===== src/rtl/evac_grid_pkg.sv =====
// evac_grid_pkg: shared 3x3 evacuation grid constants, codes and walker state encoding
//   Used by the path walker, the shortest-path solver and the indicator driver.
//   Cell index = row*GRID_W + col; direction codes double as neighbour slot indices.
package evac_grid_pkg;
  localparam int GRID_W = 3;
  localparam int GRID_H = 3;
  localparam int CELLS  = GRID_W * GRID_H;
  localparam int IDX_W  = 4;
  localparam int DIST_W = 3;
  typedef enum logic [1:0] {DIR_N = 2'b00, DIR_E = 2'b01, DIR_S = 2'b10, DIR_W = 2'b11} dir_t;
  typedef enum logic [1:0] {ERR_RANGE = 2'b00, ERR_MASK = 2'b01, ERR_LEN = 2'b10, ERR_NO_NEXT = 2'b11} err_t;
  typedef enum logic [2:0] {S_IDLE, S_CHECK, S_WALK, S_DONE, S_ERROR} state_t;
  // One-hot mask for a cell; indices past the grid give an empty mask.
  function automatic logic [CELLS-1:0] cell_bit(input logic [IDX_W-1:0] c);
    return CELLS'(1) << c;
  endfunction
endpackage


===== src/rtl/evac_next_cell.sv =====
// evac_next_cell: combinational choice of the next route cell from the current one
//   cur         : current cell
//   path_mask   : cells on the route
//   visited     : cells already entered
//   destination : end cell, preferred whenever it is a legal neighbour
//   found       : a legal neighbour exists
//   next, dir   : chosen cell and move direction (N, E, S, W priority otherwise)
module evac_next_cell
  import evac_grid_pkg::*;
(
  input  logic [IDX_W-1:0] cur,
  input  logic [CELLS-1:0] path_mask,
  input  logic [CELLS-1:0] visited,
  input  logic [IDX_W-1:0] destination,
  output logic             found,
  output logic [IDX_W-1:0] next,
  output logic [1:0]       dir
);
  logic [IDX_W-1:0] w_row, w_col;
  logic [IDX_W-1:0] w_nb [4];
  logic [3:0]       w_edge, w_cand, w_hit;
  assign w_row = cur / IDX_W'(GRID_W);
  assign w_col = cur % IDX_W'(GRID_W);
  assign w_nb[0] = cur - IDX_W'(GRID_W);
  assign w_nb[1] = cur + IDX_W'(1);
  assign w_nb[2] = cur + IDX_W'(GRID_W);
  assign w_nb[3] = cur - IDX_W'(1);
  // Grid-edge legality per direction {W,S,E,N}; no wrap between rows.
  assign w_edge = (cur < IDX_W'(CELLS)) ?
                  {w_col != '0, w_row != IDX_W'(GRID_H-1), w_col != IDX_W'(GRID_W-1), w_row != '0} : 4'b0;
  assign found = |w_cand;
  assign next  = w_nb[dir];
  always_comb begin
    w_cand = '0;
    w_hit  = '0;
    dir    = DIR_N;
    for (int d = 0; d < 4; d++) begin
      w_cand[d] = w_edge[d] && path_mask[w_nb[d]] && !visited[w_nb[d]];
      w_hit[d]  = w_cand[d] && (w_nb[d] == destination);
    end
    for (int d = 3; d >= 0; d--)
      if (w_cand[d]) dir = 2'(d);
    for (int d = 3; d >= 0; d--)
      if (w_hit[d]) dir = 2'(d);
  end
endmodule


===== src/rtl/evac_path_walker.sv =====
// evac_path_walker: replays a solved 3x3 route as a stream of single-cell moves
//   clk, reset          : clock, asynchronous active-high reset
//   in_valid/in_ready   : route handshake (path_mask, source, destination, distance)
//   step_valid/ready    : move handshake (step_cell, step_dir, step_last)
//   done                : one-cycle pulse when the route completes
//   error, err_code     : sticky malformed-route flag and cause, cleared on next accept
//   EVAC_PATH_WALKER_FIRE_ABORT_EN adds fire_cells (live) and sticky fire_abort:
//   an offered move into a burning cell aborts the walk with NO_NEXT.
module evac_path_walker
  import evac_grid_pkg::*;
(
  input  logic              clk,
  input  logic              reset,
  input  logic              in_valid,
  output logic              in_ready,
  input  logic [CELLS-1:0]  path_mask,
  input  logic [IDX_W-1:0]  source,
  input  logic [IDX_W-1:0]  destination,
  input  logic [DIST_W-1:0] distance,
`ifdef EVAC_PATH_WALKER_FIRE_ABORT_EN
  input  logic [CELLS-1:0]  fire_cells,
  output logic              fire_abort,
`endif
  output logic              step_valid,
  input  logic              step_ready,
  output logic [IDX_W-1:0]  step_cell,
  output logic [1:0]        step_dir,
  output logic              step_last,
  output logic              done,
  output logic              error,
  output logic [1:0]        err_code
);
  state_t            r_state;
  logic [CELLS-1:0]  r_mask, r_vis;
  logic [IDX_W-1:0]  r_src, r_dst, r_cur, r_step_cell;
  logic [DIST_W-1:0] r_dist;
  logic [1:0]        r_step_dir;
  logic              r_in_ready, r_step_valid, r_step_last, r_done, r_error;
  err_t              r_err_code;
  logic              w_found;
  logic [IDX_W-1:0]  w_next;
  logic [1:0]        w_dir;
`ifdef EVAC_PATH_WALKER_FIRE_ABORT_EN
  logic              r_fire_abort;
  assign fire_abort = r_fire_abort;
`endif
  assign in_ready   = r_in_ready;
  assign step_valid = r_step_valid;
  assign step_cell  = r_step_cell;
  assign step_dir   = r_step_dir;
  assign step_last  = r_step_last;
  assign done       = r_done;
  assign error      = r_error;
  assign err_code   = r_err_code;
  // r_cur is loaded with the source on accept, so the selector already
  // proposes the first move while the route is being checked.
  evac_next_cell u_next (
    .cur         (r_cur),
    .path_mask   (r_mask),
    .visited     (r_vis),
    .destination (r_dst),
    .found       (w_found),
    .next        (w_next),
    .dir         (w_dir)
  );
  always_ff @(posedge clk or posedge reset) begin
    if (reset) begin
      r_state      <= S_IDLE;
      r_mask       <= '0;
      r_vis        <= '0;
      r_src        <= '0;
      r_dst        <= '0;
      r_cur        <= '0;
      r_dist       <= '0;
      r_in_ready   <= 1'b0;
      r_step_valid <= 1'b0;
      r_step_cell  <= '0;
      r_step_dir   <= '0;
      r_step_last  <= 1'b0;
      r_done       <= 1'b0;
      r_error      <= 1'b0;
      r_err_code   <= ERR_RANGE;
`ifdef EVAC_PATH_WALKER_FIRE_ABORT_EN
      r_fire_abort <= 1'b0;
`endif
    end else begin
      case (r_state)
        S_IDLE: begin
          r_in_ready <= !(in_valid && r_in_ready);
          if (in_valid && r_in_ready) begin
            r_mask     <= path_mask;
            r_src      <= source;
            r_dst      <= destination;
            r_dist     <= distance;
            r_cur      <= source;
            r_vis      <= cell_bit(source);
            r_error    <= 1'b0;
            r_err_code <= ERR_RANGE;
`ifdef EVAC_PATH_WALKER_FIRE_ABORT_EN
            r_fire_abort <= 1'b0;
`endif
            r_state    <= S_CHECK;
          end
        end
        S_CHECK: begin
          if (r_src >= IDX_W'(CELLS) || r_dst >= IDX_W'(CELLS)) begin
            r_error    <= 1'b1;
            r_err_code <= ERR_RANGE;
            r_state    <= S_ERROR;
          end else if (!r_mask[r_src] || !r_mask[r_dst]) begin
            r_error    <= 1'b1;
            r_err_code <= ERR_MASK;
            r_state    <= S_ERROR;
          end else if ($countones(r_mask) != int'(r_dist) + 1) begin
            r_error    <= 1'b1;
            r_err_code <= ERR_LEN;
            r_state    <= S_ERROR;
          end else if (r_src == r_dst) begin
            r_done  <= 1'b1;
            r_state <= S_DONE;
          end else if (!w_found) begin
            r_error    <= 1'b1;
            r_err_code <= ERR_NO_NEXT;
            r_state    <= S_ERROR;
          end else begin
            r_step_valid <= 1'b1;
            r_step_cell  <= w_next;
            r_step_dir   <= w_dir;
            r_step_last  <= (w_next == r_dst);
            r_state      <= S_WALK;
          end
        end
        S_WALK: begin
`ifdef EVAC_PATH_WALKER_FIRE_ABORT_EN
          if (r_step_valid && fire_cells[r_step_cell]) begin
            r_step_valid <= 1'b0;
            r_error      <= 1'b1;
            r_err_code   <= ERR_NO_NEXT;
            r_fire_abort <= 1'b1;
            r_state      <= S_ERROR;
          end else
`endif
          if (r_step_valid) begin
            if (step_ready) begin
              r_step_valid         <= 1'b0;
              r_vis[r_step_cell]   <= 1'b1;
              r_cur                <= r_step_cell;
              if (r_step_last) begin
                r_done  <= 1'b1;
                r_state <= S_DONE;
              end
            end
          end else if (w_found) begin
            r_step_valid <= 1'b1;
            r_step_cell  <= w_next;
            r_step_dir   <= w_dir;
            r_step_last  <= (w_next == r_dst);
          end else begin
            r_error    <= 1'b1;
            r_err_code <= ERR_NO_NEXT;
            r_state    <= S_ERROR;
          end
        end
        S_DONE: begin
          r_done     <= 1'b0;
          r_in_ready <= 1'b1;
          r_state    <= S_IDLE;
        end
        S_ERROR: begin
          r_in_ready <= 1'b1;
          r_state    <= S_IDLE;
        end
        default: r_state <= S_IDLE;
      endcase
    end
  end
endmodule


===== config.mk =====
export PLATFORM = sky130hd
export DESIGN_NAME = evac_path_walker
export DESIGN_NICKNAME = d
export VERILOG_FILES = /design/src/rtl/evac_grid_pkg.sv /design/src/rtl/evac_next_cell.sv /design/src/rtl/evac_path_walker.sv
export SDC_FILE = /design/constraint.sdc
export NUM_CORES = 1
export LEC_CHECK = 0
export CORE_ASPECT_RATIO = 1.2
export CORE_MARGIN = 10
export CORE_UTILIZATION = 40
export DETAILED_ROUTE_END_ITERATION = 16
export DONT_BUFFER_PORTS = 1
export HOLD_SLACK_MARGIN = 0.1
export PLACE_DENSITY = 0.58
export SYNTH_ARGS = -nofsm -noshare
export SYNTH_HDL_FRONTEND = slang
export SYNTH_SLANG_ARGS = --single-unit

===== constraint.sdc =====
create_clock -name clk -period 6.55 [get_ports clk]
set_clock_uncertainty 0.15 [all_clocks]
set_input_delay 1.31 -clock clk [delete_from_list [all_inputs] [get_ports clk]]
set_output_delay 1.31 -clock clk [all_outputs]
set_load 0.005 [all_outputs]

run_1/closeup.png
The bar under the picture is 10 um long. Region (15, 20) to (40, 45) um. Cells in gray, sequential cells in the stronger gray; small squares are vias.
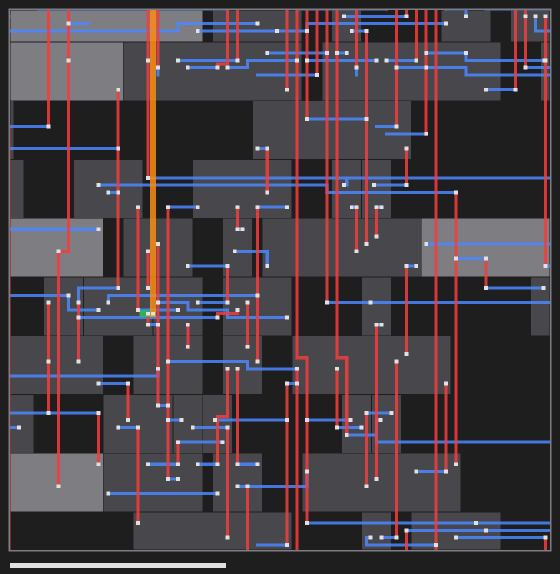
| color | layer |
|---|---|
| blue | M1 |
| red | M2 |
| orange | M4 |
| green | M3 |
most frequent: inv_1 (10), fa_1 (5), xnor2_1 (4)
netlist names of flops here include: `r_mask` (2), `r_dist` (1)
sequential cells in the window: 3
cells with their middle in the window: 37

run_1/port_trees.png
The bar under the picture is 20 um long.
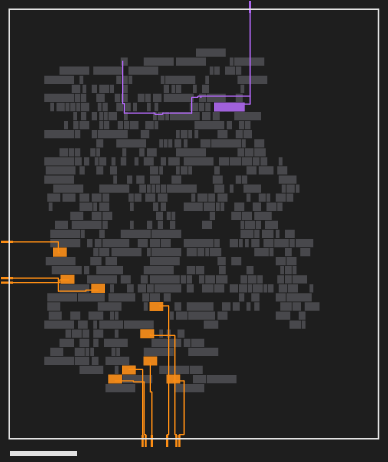
| color | port | direction | end cells | buffers | wire |
|---|---|---|---|---|---|
| orange | `path_mask` | input | 9 | 0 | 242 um |
| purple | `step_last` | output | 1 | 0 | 89.8 um |
total of buffers placed on input and output ports: 0
top-level I/O count: 37

run_1/gates.png
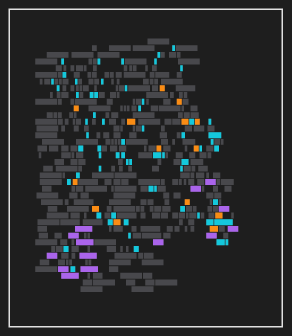
| color | family | cells |
|---|---|---|
| cyan | nor cells | 62 |
| purple | fa/ha/maj cells | 14 |
| orange | and/or cells | 14 |

run_1/ff_map.png
The bar under the picture is 20 um long. Other sequential cells in the stronger gray, the rest of the logic in the fainter gray.
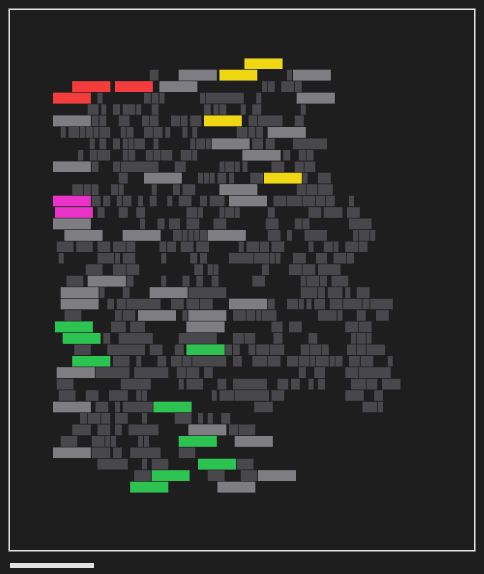
| color | signal | flops |
|---|---|---|
| red | `r_state` | 3 |
| magenta | `err_code` | 2 |
| yellow | `step_cell` | 4 |
| green | `r_mask` | 9 |
sequential cell area share: 29.7%
final standard cell utilization of the core: 43.1%
FF/Latch Area: 1230 um^2

-- run 1: cell usage in the layout, fill, tap and decap left out, types with 10 or more instances in the layout --
master,n
sky130_fd_sc_hd__dfrtp_1,49
sky130_fd_sc_hd__nand2_1,34
sky130_fd_sc_hd__nor2_1,33
sky130_fd_sc_hd__a21oi_1,25
sky130_fd_sc_hd__inv_1,21
sky130_fd_sc_hd__mux2_2,21
sky130_fd_sc_hd__xor2_1,15
sky130_fd_sc_hd__o21ai_0,14
sky130_fd_sc_hd__a31oi_1,14
sky130_fd_sc_hd__xnor2_1,13
sky130_fd_sc_hd__nor3_1,10
sky130_fd_sc_hd__nand2b_1,10
==> ds_physical_params.txt, run 1 <==
Physical design parameters

Parameter                              Value

Status
  Result of the run .................. complete, no violations

Critical path
  Worst setup EP type .................. flop
  R2R Path End .................. step_last$_DFFE_PP0P_
  Highest-delay cell along the critical path .................. sky130_fd_sc_hd__a21boi_1
  Nature of the critical path startpoint .................. flop
  Worst EP required .................. 6590 ps
  Critical path fanouts, max .................. 14
  Crit path buf inv count .................. 1
  Start point of the critical path .................. r_mask[0]$_DFFE_PP0P_

STA
  Number of failing setup endpoints in the final timing report .................. 0
  Worst slew pin tran .................. about 1000 ps
  Period Utilization, post-route .................. ~85%
  RSZ-0062 raised after global routing .................. no
  Post-Route Hold Slack .................. roughly 340 ps
  Post-layout min period .................. 5600 ps

Final layout
  Share of cells above drive strength 1 .................. 14.2%
  Area of all placed cells without fillers .................. roughly 4100 um^2
  Post-synthesis to final-layout area growth .................. 5.37%
  Area share of buffers outside the clock network .................. 0.910%

Clock network
  Number of H-tree levels .................. 2
  TritonCTS buffer count .................. 5
  Root cell of the clock tree .................. sky130_fd_sc_hd__clkbuf_16
  Clk sinks .................. 49
  Clock-pin transition on the worst setup and hold timing paths .................. 70 ps
  Post-cts resize count .................. 0

Synthesis
  Avg Synthesized Cell Area .................. 9.13 um^2
  Multiplexer share .................. 11.6%
  Prevailing logic family in the synthesized netlist .................. simple AND/OR/NAND/NOR gates
  Synth cell count leaders .................. 49 x sky130_fd_sc_hd__dfrtp_1, 34 x sky130_fd_sc_hd__nand2_1, 33 x sky130_fd_sc_hd__nor2_1
  Synth Flop Type .................. sky130_fd_sc_hd__dfrtp_1
  Simple-gate area share of the yosys netlist .................. 19.6%
  Number of warnings printed during yosys synthesis .................. 0
  Yosys synthesis chip area .................. 3920 um^2
  Most numerous cell in the Yosys netlist .................. sky130_fd_sc_hd__dfrtp_1
  Count of flip-flops with a built-in enable after synthesis .................. 0
  Sequential area share after synthesis .................. 31.3%
  Synth Area in Adders .................. 5.43%

Worst hold path
  Launch point of the worst hold path .................. r_vis[4]$_DFFE_PP0P_
  Hold Crit Depth .................. 2
  Worst Hold Class .................. reg -> reg
  Endpoint of the worst hold-timing path .................. r_vis[4]$_DFFE_PP0P_

Floorplanning
  Core area .................. 9560 um^2
  Die Area .................. ~14000 um^2
  Die H .................. 128 um
  N_taps .................. 123
  Core Density at Floorplan .................. between 40% and 50%

Detailed routing
  Average routed wire per standard cell .................. roughly 19 um
  Detailed router's first-iteration violation count .................. 216
  Met3 wire length .................. 436 um
  Total via count in the routed design .................. ~3200

Placed design
  Number of placed instances with taps included .................. 530
  Routability cong. .................. 0.816

Job
  MaxCap Viol Count .................. 0
  Number of warning messages in the logs .................. 28

GRT
  Maximum number of pins on one net before global-route repair .................. 50
  Met1 layer usage reported by global route .................. ~17%
  Antenna violations before repair .................. 0
  Global route hottest layer .................. met2
  Total grt overflow .................. 0
==> run 1 -> run 2 <==
--- a/config.mk
+++ b/config.mk
@@ -14,4 +14,5 @@
 export PLACE_DENSITY = 0.58
 export SYNTH_ARGS = -nofsm -noshare
 export SYNTH_HDL_FRONTEND = slang
+export SYNTH_HIERARCHICAL = 1
 export SYNTH_SLANG_ARGS = --single-unit
run_2/ff_map.png
The bar under the picture is 20 um long. Other sequential cells in the stronger gray, the rest of the logic in the fainter gray.
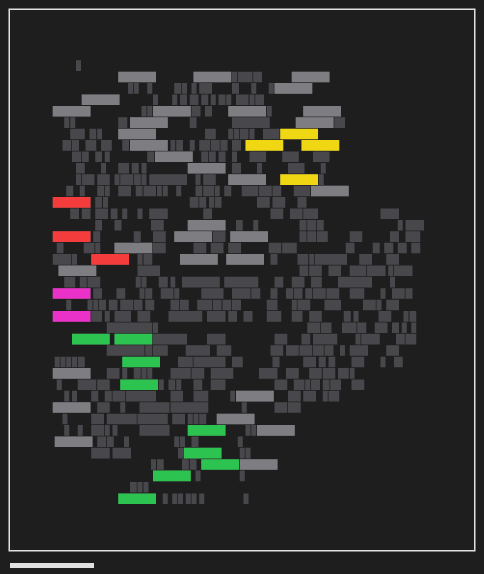
| color | signal | flops |
|---|---|---|
| yellow | `step_cell` | 4 |
| magenta | `err_code` | 2 |
| green | `r_mask` | 9 |
| red | `r_state` | 3 |
not colored: 31

run_2/congestion_map.png
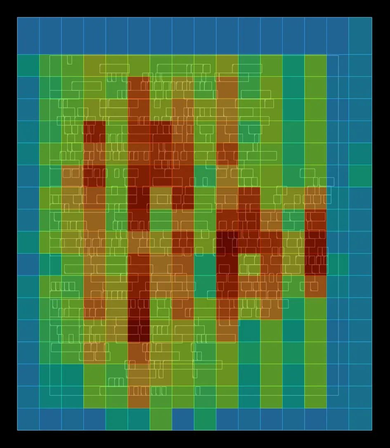
met3 track utilization from global routing: 2.32%
global-route track usage on met2: 27.8%

run_2/port_trees.png
The bar under the picture is 20 um long.
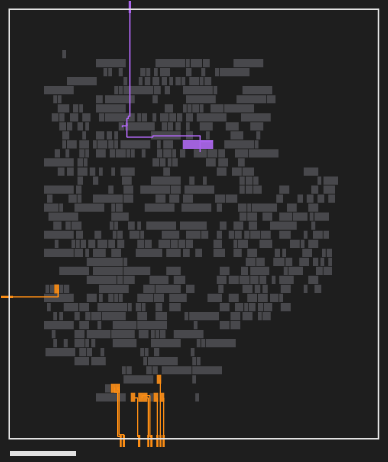
| color | port | direction | end cells | buffers | wire |
|---|---|---|---|---|---|
| purple | `step_last` | output | 1 | 0 | 72.2 um |
| orange | `path_mask` | input | 9 | 0 | 132 um |

==> run 2 against run 1 <==
  * Cell area is 0.94% higher
  * First-iteration DRC count is 3.2% lower
  * Die size is 0.77% higher
  * Cell count is 4.5% higher
  * Global-route usage is 0.21 points higher
  * Critical path type unchanged
  * Largest cell class unchanged
  * Highest routed layer unchanged
==> ds_physical_params.txt, run 2 <==
Physical design parameters

Parameter                              Value

Critical path
  Crit path buf inv count .................. 2 (+1)
  Nature of the critical path startpoint .................. flop
  Worst EP required .................. 6640 ps (+50 ps)
  Register-to-register setup slack .................. 1620 ps
  R2R Path End .................. step_last$_DFFE_PP0P_
  Critical path fanouts, max .................. 22 (+8)
  Highest-delay cell along the critical path .................. sky130_fd_sc_hd__dfrtp_1
  Start point of the critical path .................. r_cur[2]$_DFFE_PP0P_
  Worst setup EP type .................. flop
  Last element of the critical path .................. step_last$_DFFE_PP0P_
  Top Family by Delay on Critical Path .................. AND-OR/OR-AND gates

GRT
  Wire length of the first global-routing pass .................. approximately 17000 um
  Antenna violations before repair .................. 0 (unchanged)
  Maximum number of pins on one net before global-route repair .................. 50 (unchanged)
  Met1 layer usage reported by global route .................. 15.6% (-1.8 points)
  Total grt overflow .................. 0 (unchanged)
  Global route hottest layer .................. met2

Final layout
  Final standard cell utilization of the core .................. 43.5% (+0.41 points)
  CLK BUF .................. 6
  Area share of buffers outside the clock network .................. 0.541% (-0.37 points)
  Most frequent standard cell in the layout excluding fill and tap cells .................. sky130_fd_sc_hd__nand2_1
  FF/Latch Area .................. 1230 um^2 (unchanged)
  Post-Layout Cell Count .................. 562
  Share of cells above drive strength 1 .................. 9.34% (-4.9 points)
  Post-synthesis to final-layout area growth .................. 5.38% (about the same)
  Area of all placed cells without fillers .................. 4160 um^2 (+0.94%)
  Multi-input combinational area share .................. 59.6%
  Commonest non-fill, non-tap cells in the layout .................. 65 x sky130_fd_sc_hd__nand2_1, 49 x sky130_fd_sc_hd__dfrtp_1, 29 x sky130_fd_sc_hd__inv_1
  Footprint of the multi-input gates .................. 2480 um^2
  Sequential cell area share .................. 29.4% (-0.28 points)
  Clock network area share .................. 4.03%

Detailed routing
  Total via count in the routed design .................. 3359 (+5.4%)
  Met3 wire length .................. 423 um (-3.0%)
  DRT met1 WL .................. 4250 um
  Average routed wire per standard cell .................. 19.0 um (+2.7%)
  Detailed router's first-iteration violation count .................. 209 (-3.2%)

Floorplanning
  Die H .................. 129 um (+0.39%)
  N_taps .................. 123 (unchanged)
  Core area .................. 9560 um^2 (unchanged)
  Top-level I/O count .................. 37 (unchanged)
  Core Density at Floorplan .................. 41.3% (+0.38 points)
  Die Area .................. 14300 um^2 (+0.77%)

Placed design
  Routability cong. .................. 0.893 (+9.4%)
  Total of buffers placed on input and output ports .................. 0 (unchanged)
  Number of placed instances with taps included .................. 554 (+4.5%)

Synthesis
  Synth cell count leaders .................. 65 x sky130_fd_sc_hd__nand2_1, 49 x sky130_fd_sc_hd__dfrtp_1, 30 x sky130_fd_sc_hd__inv_1
  Avg Synthesized Cell Area .................. 8.74 um^2 (-4.2%)
  Synth Flop Type .................. sky130_fd_sc_hd__dfrtp_1
  Count of flip-flops with a built-in enable after synthesis .................. 0 (unchanged)
  Sequential area share after synthesis .................. 31.0% (-0.29 points)
  Most numerous cell in the Yosys netlist .................. sky130_fd_sc_hd__nand2_1
  Yosys synthesis chip area .................. 3950 um^2 (+0.93%)
  Number of warnings printed during yosys synthesis .................. 6 (+6)

Clock network
  Post-cts resize count .................. 0 (unchanged)
  Cts hold-fix bufs .................. 0
  Clock-pin transition on the worst setup and hold timing paths .................. 70 ps (about the same)
  Number of H-tree levels .................. 2 (unchanged)
  Root cell of the clock tree .................. sky130_fd_sc_hd__clkbuf_16
  Clk sinks .................. 49 (unchanged)
  Insertion delay at the late pin of the worst-skew pair .................. about 300 ps
  TritonCTS buffer count .................. 5 (unchanged)

STA
  Worst setup margin .................. around 1600 ps
  Normalized max-slew margin .................. 28.6%
  Post-Route Hold Slack .................. 361 ps (+15.9 ps)
  Number of failing setup endpoints in the final timing report .................. 0 (unchanged)
  Post-layout min period .................. 4930 ps (-664 ps)
  Count of final hold-check violations .................. 0
  RSZ-0062 raised after global routing .................. no
  Period Utilization, post-route .................. 75.3% (-10 points)
  Worst slew pin tran .................. 1070 ps (+30.3 ps)
  Final Max Tran Viols .................. 0

Job
  MaxCap Viol Count .................. 0 (unchanged)
  Number of warning messages in the logs .................. 28 (unchanged)

Worst hold path
  Launch point of the worst hold path .................. r_dist[1]$_DFFE_PP0P_
  Hold Crit Depth .................. 2 (unchanged)
  Worst Hold Class .................. reg -> reg
  Endpoint of the worst hold-timing path .................. r_dist[1]$_DFFE_PP0P_

Status
  Result of the run .................. complete, no violations
-- run 2: cell types whose count changed in the layout (fill, tap and decap cells not counted), moves of 8 or more --
cell                      before  now
sky130_fd_sc_hd__o21ai_0      14   27
sky130_fd_sc_hd__nand2_1      34   65
sky130_fd_sc_hd__inv_1        21   29
sky130_fd_sc_hd__nor2_1       33   24
sky130_fd_sc_hd__mux2_2       21    8
-- run 2: logic make-up (layout without fill, tap and decap cells) --
family	after synthesis	after routing	synth area share, %
AND-OR/OR-AND	114	114	20.2
XOR/XNOR	33	33	7.31
adder cells (fa/ha/maj)	14	14	5.38
buffers and inverters	54	41	6.17
flip-flops	49	49	31.0
multiplexers	18	18	5.76
AND/OR/NAND/NOR	170	170	24.2
==> run 2 -> run 3 <==
--- a/config.mk
+++ b/config.mk
@@ -11,7 +11,7 @@
 export DETAILED_ROUTE_END_ITERATION = 16
 export DONT_BUFFER_PORTS = 1
 export HOLD_SLACK_MARGIN = 0.1
-export PLACE_DENSITY = 0.58
+export PLACE_DENSITY = 0.6
 export SYNTH_ARGS = -nofsm -noshare
 export SYNTH_HDL_FRONTEND = slang
 export SYNTH_HIERARCHICAL = 1
==> constraint.sdc (replaced) <==
create_clock -name clk -period 4.33 [get_ports clk]
set_clock_uncertainty 0.15 [all_clocks]
set_input_delay 0.866 -clock clk [delete_from_list [all_inputs] [get_ports clk]]
set_output_delay 0.866 -clock clk [all_outputs]
set_load 0.005 [all_outputs]
run_3/ff_map.png
The bar under the picture is 20 um long. Other sequential cells in the stronger gray, the rest of the logic in the fainter gray.
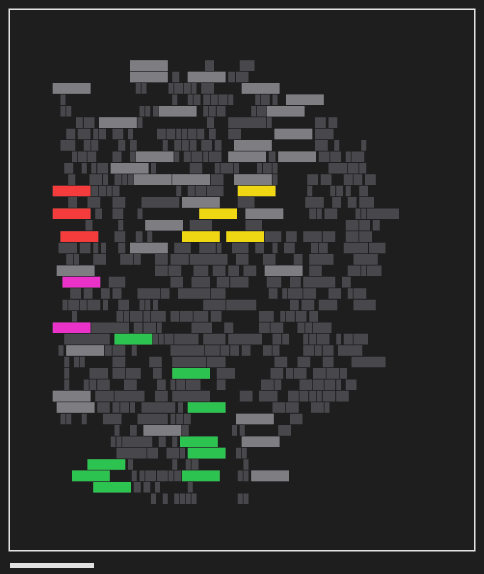
| color | signal | flops |
|---|---|---|
| yellow | `step_cell` | 4 |
| red | `r_state` | 3 |
| magenta | `err_code` | 2 |
| green | `r_mask` | 9 |
not colored: 31

run_3/congestion_map.png
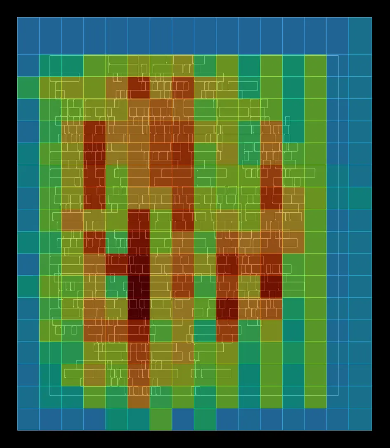
global-route track usage on met2: 26.5%
average routed wire per standard cell: 18.5 um
global route hottest layer: met2

run_3/port_trees.png
The bar under the picture is 20 um long.
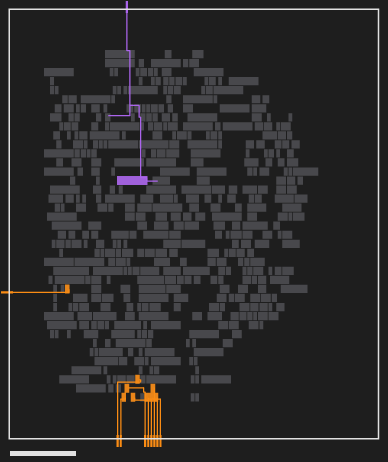
| color | port | direction | end cells | buffers | wire |
|---|---|---|---|---|---|
| purple | `step_last` | output | 1 | 0 | 70.0 um |
| orange | `path_mask` | input | 9 | 0 | 145 um |

==> run 3 against run 2 <==
  * Cell area rose by 5.0%
  * Flip-flop count unchanged
  * Global-route usage up 0.058 points
  * Largest cell class unchanged
==> ds_physical_params.txt, run 3 <==
Physical design parameters

Parameter                              Value

STA
  Setup total negative slack .................. 0 ps
  Final Max Tran Viols .................. 0 (unchanged)
  Highest achievable clock rate .................. between 200 and 250 MHz
  Period Utilization, post-route .................. 96.1% (+21 points)
  Number of failing setup endpoints in the final timing report .................. 0 (unchanged)
  Normalized max-slew margin .................. 28.3% (-0.33 points)
  Post-layout min period .................. 4160 ps (-771 ps)
  Worst slew pin tran .................. 1070 ps (+4.97 ps)
  Worst setup margin .................. 168 ps (-1450 ps)

Synthesis
  Simple-gate area share of the yosys netlist .................. 24.2% (unchanged)
  Number of warnings printed during yosys synthesis .................. 6 (unchanged)
  Yosys synthesis chip area .................. 3950 um^2 (unchanged)
  Number of cells in the yosys synthesis report .................. roughly 450
  Avg Synthesized Cell Area .................. 8.74 um^2 (unchanged)
  Multiplexer share .................. 5.76% (unchanged)
  Synth Area in Adders .................. 5.38% (unchanged)
  Synth Flop Type .................. sky130_fd_sc_hd__dfrtp_1
  Count of flip-flops with a built-in enable after synthesis .................. 0 (unchanged)
  Prevailing logic family in the synthesized netlist .................. simple AND/OR/NAND/NOR gates
  Synth cell count leaders .................. 65 x sky130_fd_sc_hd__nand2_1, 49 x sky130_fd_sc_hd__dfrtp_1, 30 x sky130_fd_sc_hd__inv_1
  Xor/xnor share .................. 7.31% (unchanged)
  Yosys reg bits .................. 49
  Sequential area share after synthesis .................. 31.0% (unchanged)
  Post-Synth AOI/OAI Area .................. 20.2% (unchanged)

Critical path
  Start point of the critical path .................. r_cur[1]$_DFFE_PP0P_
  Last element of the critical path .................. step_last$_DFFE_PP0P_
  Top Family by Delay on Critical Path .................. AND-OR/OR-AND gates
  Crit path kind .................. reg -> reg
  Crit path buf inv count .................. 2 (unchanged)
  Highest-delay cell along the critical path .................. sky130_fd_sc_hd__dfrtp_1
  Register-to-register setup slack .................. 170 ps (-1450 ps)
  Worst EP required .................. 4420 ps (-2220 ps)
  Worst setup EP type .................. flop
  Critical path fanouts, max .................. 9 (-59%)

Placed design
  Routability cong. .................. 0.903 (+1.1%)
  Placed standard-cell area .................. 4120 um^2
  Number of placed instances with taps included .................. 569 (+2.7%)
  Total of buffers placed on input and output ports .................. 0 (unchanged)

GRT
  Total grt overflow .................. 0 (unchanged)
  Wire length of the first global-routing pass .................. 17700 um (+1.5%)
  Antenna violations before repair .................. 0 (unchanged)

Final layout
  Share of cells above drive strength 1 .................. 15.1% (+5.8 points)
  Post-synthesis to final-layout area growth .................. 10.7%
  Commonest non-fill, non-tap cells in the layout .................. 65 x sky130_fd_sc_hd__nand2_1, 49 x sky130_fd_sc_hd__dfrtp_1, 29 x sky130_fd_sc_hd__inv_1
  Post-Layout Cell Count .................. 579 (+3.0%)
  Final standard cell utilization of the core .................. 45.7% (+2.2 points)
  Area of all placed cells without fillers .................. 4370 um^2 (+5.0%)
  FILL cells .................. 969

Detailed routing
  Detailed router's first-iteration violation count .................. 289 (+38%)
  Total via count in the routed design .................. 3411 (+1.5%)

Worst hold path
  Worst Hold Class .................. reg -> reg
  Endpoint of the worst hold-timing path .................. r_dist[1]$_DFFE_PP0P_
  Hold Crit Depth .................. 2 (unchanged)
  Launch point of the worst hold path .................. r_dist[1]$_DFFE_PP0P_

Job
  Number of warning messages in the logs .................. 28 (unchanged)
  MaxCap Viol Count .................. 0 (unchanged)

Status
  Result of the run .................. complete, no violations

Floorplanning
  Core Density at Floorplan .................. 41.3% (unchanged)
  Top-level I/O count .................. 37 (unchanged)
  Core area .................. 9560 um^2 (unchanged)
  Die H .................. 129 um (unchanged)
  Die Area .................. 14300 um^2 (unchanged)

Clock network
  TritonCTS buffer count .................. 5 (unchanged)
  Clock-pin transition on the worst setup and hold timing paths .................. 70 ps (about the same)
  Insertion delay at the late pin of the worst-skew pair .................. 300 ps (about the same)
  Clk sinks .................. 49 (unchanged)
  Root cell of the clock tree .................. sky130_fd_sc_hd__clkbuf_16
  Post-cts resize count .................. 1 (+1)
  Number of H-tree levels .................. 2 (unchanged)
-- run 3: layout make-up --
class	count	area, um^2	area share [%]
clock buffers	6	129	2.95
clock inverters	2	38.8	0.887
multi-input cells	349	2550	58.2
well taps	123	154	3.52
repair buffers	20	166	3.81
inverters	30	113	2.58
flip-flops and latches	49	1230	28.0
-- run 3: metal layers --
layer	share of wire (%)	track usage, %	vias to the layer above	wire, um
met2	52	26.5	111	5600
met3	5.6	3.53	24	604
met4	2.8	6.13	0	296
met5	0	0	-	0
li1	-	-	1637	-
met1	39	16.5	1639	4220
